==> config.mk <==
export PLATFORM = sky130hd
export DESIGN_NAME = adder_arbiter
export DESIGN_NICKNAME = d
export VERILOG_FILES = /design/src/rtl/adder_arbiter.sv
export SDC_FILE = /design/constraint.sdc
export NUM_CORES = 1
export LEC_CHECK = 0
export CAP_MARGIN = 20
export CORE_UTILIZATION = 40
export CTS_CLUSTER_DIAMETER = 120
export DETAILED_ROUTE_END_ITERATION = 10
export GPL_TIMING_DRIVEN = 1
export PLACE_DENSITY_LB_ADDON = 0.12
export RECOVER_POWER = 25
export SLEW_MARGIN = 10
export SYNTH_ARGS = -nofsm -noshare
export SYNTH_HDL_FRONTEND = slang
export SYNTH_SLANG_ARGS = --single-unit
==> constraint.sdc <==
create_clock -name i_clk -period 3.3 [get_ports i_clk]
set_input_delay 0.33 -clock i_clk [delete_from_list [all_inputs] [get_ports i_clk]]
set_output_delay 0.33 -clock i_clk [all_outputs]
set_load 0.005 [all_outputs]
==> src/rtl/adder_arbiter.sv <==
// Round-robin arbiter sharing one ripple-carry adder; 3+ cycles per op, results held until i_ready.
// Optional ADDER_ARB_OVF_EN adds a registered signed-overflow flag (o_ovf).
module adder_arbiter #(
  parameter int BUS_WIDTH = 8,
  parameter int NUM_REQ   = 4,
  parameter int REQ_IDX_W = 2
) (
  input  logic                         i_clk,
  input  logic                         i_rst_n,
  input  logic [NUM_REQ-1:0]           i_req,
  input  logic [NUM_REQ*BUS_WIDTH-1:0] i_a,
  input  logic [NUM_REQ*BUS_WIDTH-1:0] i_b,
  input  logic [NUM_REQ-1:0]           i_cin,
  output logic [NUM_REQ-1:0]           o_grant,
  output logic                         o_valid,
  output logic [BUS_WIDTH-1:0]         o_result,
  output logic [REQ_IDX_W-1:0]         o_tag,
  input  logic                         i_ready,
`ifdef ADDER_ARB_OVF_EN
  output logic                         o_ovf,
`endif
  output logic                         o_busy
);

  typedef enum logic [1:0] {IDLE, EXEC, RESP} state_t;

  state_t                 state_q, state_d;
  logic [REQ_IDX_W-1:0]   ptr_q, ptr_d;
  logic [BUS_WIDTH-1:0]   a_q, a_d, b_q, b_d;
  logic                   cin_q, cin_d;
  logic [NUM_REQ-1:0]     grant_q, grant_d;
  logic                   valid_q, valid_d;
  logic [BUS_WIDTH-1:0]   result_q, result_d;
  logic [REQ_IDX_W-1:0]   tag_q, tag_d;
  logic [REQ_IDX_W-1:0]   winner;
  logic [BUS_WIDTH-1:0]   sum;
  logic                   carry;
`ifdef ADDER_ARB_OVF_EN
  logic                   ovf_q, ovf_d;
`endif

  // Lowest requester above the pointer wins; otherwise lowest at/below it (wrap).
  always_comb begin
    winner = ptr_q;
    for (int k = NUM_REQ - 1; k >= 0; k--) begin
      if (i_req[k] && k <= int'(ptr_q)) winner = REQ_IDX_W'(k);
    end
    for (int k = NUM_REQ - 1; k >= 0; k--) begin
      if (i_req[k] && k > int'(ptr_q)) winner = REQ_IDX_W'(k);
    end
  end

  // The single shared ripple-carry adder; MSB carry-out is discarded.
  always_comb begin
    sum   = '0;
    carry = cin_q;
    for (int i = 0; i < BUS_WIDTH; i++) begin
      sum[i] = a_q[i] ^ b_q[i] ^ carry;
      carry  = (a_q[i] & b_q[i]) | (carry & (a_q[i] ^ b_q[i]));
    end
  end

  always_ff @(posedge i_clk) begin
    if (!i_rst_n) state_q <= IDLE;
    else          state_q <= state_d;
  end

  always_comb begin
    state_d = state_q;
    case (state_q)
      IDLE:    if (|i_req) state_d = EXEC;
      EXEC:    state_d = RESP;
      RESP:    if (i_ready) state_d = IDLE;
      default: state_d = IDLE;
    endcase
  end

  always_comb begin
    ptr_d    = ptr_q;
    a_d      = a_q;
    b_d      = b_q;
    cin_d    = cin_q;
    grant_d  = '0;
    valid_d  = valid_q;
    result_d = result_q;
    tag_d    = tag_q;
`ifdef ADDER_ARB_OVF_EN
    ovf_d    = ovf_q;
`endif
    case (state_q)
      IDLE: begin
        if (|i_req) begin
          a_d             = i_a[int'(winner)*BUS_WIDTH +: BUS_WIDTH];
          b_d             = i_b[int'(winner)*BUS_WIDTH +: BUS_WIDTH];
          cin_d           = i_cin[winner];
          grant_d[winner] = 1'b1;
          ptr_d           = winner;
        end
      end
      EXEC: begin
        result_d = sum;
        tag_d    = ptr_q;
        valid_d  = 1'b1;
`ifdef ADDER_ARB_OVF_EN
        ovf_d    = (a_q[BUS_WIDTH-1] == b_q[BUS_WIDTH-1]) && (sum[BUS_WIDTH-1] != a_q[BUS_WIDTH-1]);
`endif
      end
      RESP:    if (i_ready) valid_d = 1'b0;
      default: ;
    endcase
  end

  always_ff @(posedge i_clk) begin
    if (!i_rst_n) begin
      ptr_q    <= REQ_IDX_W'(NUM_REQ - 1);
      a_q      <= '0;
      b_q      <= '0;
      cin_q    <= 1'b0;
      grant_q  <= '0;
      valid_q  <= 1'b0;
      result_q <= '0;
      tag_q    <= '0;
`ifdef ADDER_ARB_OVF_EN
      ovf_q    <= 1'b0;
`endif
    end else begin
      ptr_q    <= ptr_d;
      a_q      <= a_d;
      b_q      <= b_d;
      cin_q    <= cin_d;
      grant_q  <= grant_d;
      valid_q  <= valid_d;
      result_q <= result_d;
      tag_q    <= tag_d;
`ifdef ADDER_ARB_OVF_EN
      ovf_q    <= ovf_d;
`endif
    end
  end

  assign o_grant  = grant_q;
  assign o_valid  = valid_q;
  assign o_result = result_q;
  assign o_tag    = tag_q;
  assign o_busy   = (state_q != IDLE);
`ifdef ADDER_ARB_OVF_EN
  assign o_ovf    = ovf_q;
`endif

endmodule

### Clock nets

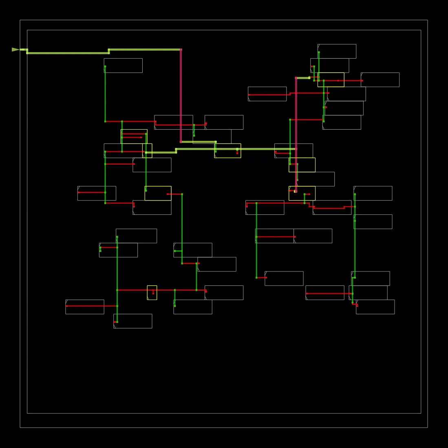
count of clock buffers in the final design: 6
layout sequential cell count: 36

==> results_dict.tcl <==
# collected from the flow reports
set metrics [dict create \
    run_status "finished, final reports clean" \
    synthMostInstantiatedCell "nand2_1" \
    ff_type "dfxtp_1" \
    h-tree-depth 2 \
    fp.dieArea_sq_um 6100 \
    timing.critical_path.arrival_ns 3.49 \
    yosys-top-cells-area "dfxtp_1 31%, nand2_1 7.1%, o221ai_1 6.4%, fa_1 6.1%, nand3b_1 5.8%" \
    multiplexer_share_of_the_synthesized_area_pct 0.432 \
    critical_path.startpoint_type "flop" \
    place_area_sq_um 3270 \
    synth_area_leader_cell "dfxtp_1" \
    worstPathBufferInverterCount 2 \
    power.ir.vdd_worst_mv 0.237 \
    drt_drc_violations_left 0 \
    first_global_vias 2201 \
    cp_cell_sequence "inv_1, fa_1, inv_1, fa_2, fa_2, fa_2, fa_2, fa_2, fa_2, xnor2_2, xnor2_1, nand2_1, a21boi_1" \
    number_of_cells_traversed_by_the_worst_hold_path 2 \
    power.density_nw_per_um2 420 \
    log.warning_count 27 \
    crit_path_max_incr_delay_ns 0.36 \
    die_w_microns 78.1 \
    fa_ha_area_share_pct 6.05 \
    synthesis.area_sq_um 2320 \
    crit_fanout 2 \
    number_of_antenna_violations_at_the_first_check_in_global_routing 0 \
    fp-utilization_pct 41.8 \
    crit_family "adder cells" \
    timing.clock.skew_ns 0.00304 \
    simple_gate_share_pct 27.2 \
    finalSetupViolCount 0 \
    detailroute.via_count 2465 \
    detailedPlacementHpwl_microns 4640 \
    critPathLaunch "b_q[0]" \
    via_count_normalized_by_instance_count 5.67 \
    netlist_instances 285 \
    worstSetupPathDepth 13 \
    numPlacedInstances 427 \
    compound_area_share_pct 27.9 \
    root_buffer "clkbuf_8" \
    gr-total-overflow 0 \
    worst-endpoint-required_ns 3.52 \
    syn_nets 367 \
    cts_hold_buffers 0 \
    synth-warning-count 0 \
    globalRouteTotalUtil_pct 22.1 \
    yosys.area.top_type_share_pct 31.1 \
    global_route_wire_length_before_repair_microns 10600 \
    syn-mean-instance-area_sq_um 8.13 \
    layout_top_cell_excl_fill_tap "clkdlybuf4s50_1" \
    drt-pass1-iter-count 4 \
    hp_start "o_tag[0]" \
    synth_xor_xnor_area_share_pct 0.756 \
    place_ws_ns -0.180 \
    yosys.stat.seqShare_pct 31.1 \
    synthTopLogicFamily "AND-OR/OR-AND gates" \
    finalCoreUtilization_pct 61.0 \
    numSynthFlops 36 \
    edf_count 0 \
    ant_nets 0 \
    number_of_placement_rows 27 \
    max_freq_mhz 306 \
    hold_viol 0 \
    core_sq_um 5540 \
    synth_async_sr_flop_share_pct 0 \
    hold_slack_ns 0.460 \
    fraction_of_layout_instances_using_a_drive_strength_above_1_pct 8.82 \
    slew_headroom_pct 45.0 \
    final_area_sq_um 3380 \
]
### Metal 3

Scale: 6 px per micron.
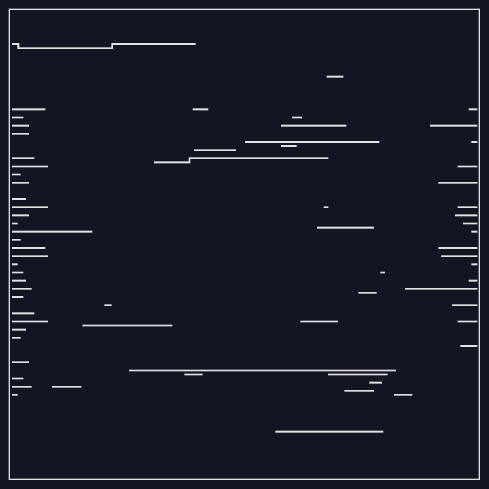
The wires run mostly horizontal. The longest straight run is 44.2 microns. The layer carries 384 microns of wire.

## where the power goes
| group | switching, mW | total (mW) | internal, mW |
|---|---|---|---|
| logic | 0.240 | 0.509 | 0.269 |
| registers | 0.0817 | 0.592 | 0.510 |
| clock network | 0.151 | 0.317 | 0.166 |
## kinds of logic (layout without fill, tap and decap cells)
logic type      Yosys count  after routing
xor+xnor                  2              2
simple gates            119            119
compound gates           84             84
mux                       1              1
fa+ha+maj                 7              7
buf+inv                  36            114
flops                    36             36
## worst min-delay path, cell delays in order, from the launching register on
cell and delay, ns:
dfxtp_1 0.31, nand2_1 0.04, a21boi_0 0.06
## per-stage QoR
stage / power (mW) / TNS (ns)
global placement: 1.09 / -0.0708
floorplan: 0.861 / 0
global route: 1.52 / -0.133
finish: 1.42 / 0
detailed placement: 1.11 / -0.180
CTS: 1.44 / 0
## routing by layer
layer / vias up / track usage, % / wire length (microns)
li1: 1225 / - / -
met1: 1141 / 29.4 / 2970
met2: 92 / 36.5 / 3070
met3: 7 / 4.30 / 384
met4: 0 / 5.93 / 65
met5: - / 0 / 0
## repair_timing
item | CTS | global route
resized | 5 | 4
endpoints found under the setup margin | 1 | 2
pin swaps | 3 | 3
## path summary, 6_finish.rpt
path                       to  slack, ns
setup / recovery  o_result[7]       0.03
hold / removal       o_tag[0]       0.46
setup reg to reg  o_result[7]       0.03
hold reg to reg      o_tag[0]       0.46
## cell type report
class                           instances  area (sq um)
Fill cell                             514          2160
Sequential cell                        36           722
Inverter                                8          30.0
Clock buffer                            6          82.6
Timing Repair Buffer                   98           968
Multi-Input combinational cell        213          1470
Tap cell                               72          90.1
Clock inverter                          2          10.0
## state kept, by name, indices dropped and copies added (netlist names)
name and cells:
a_q 8, b_q 8, cin_q 1, o_grant 4, o_result 8, o_tag 2, o_valid 1, ptr_q 2
state_q 2
Power is estimated from default activity; no workload was simulated.
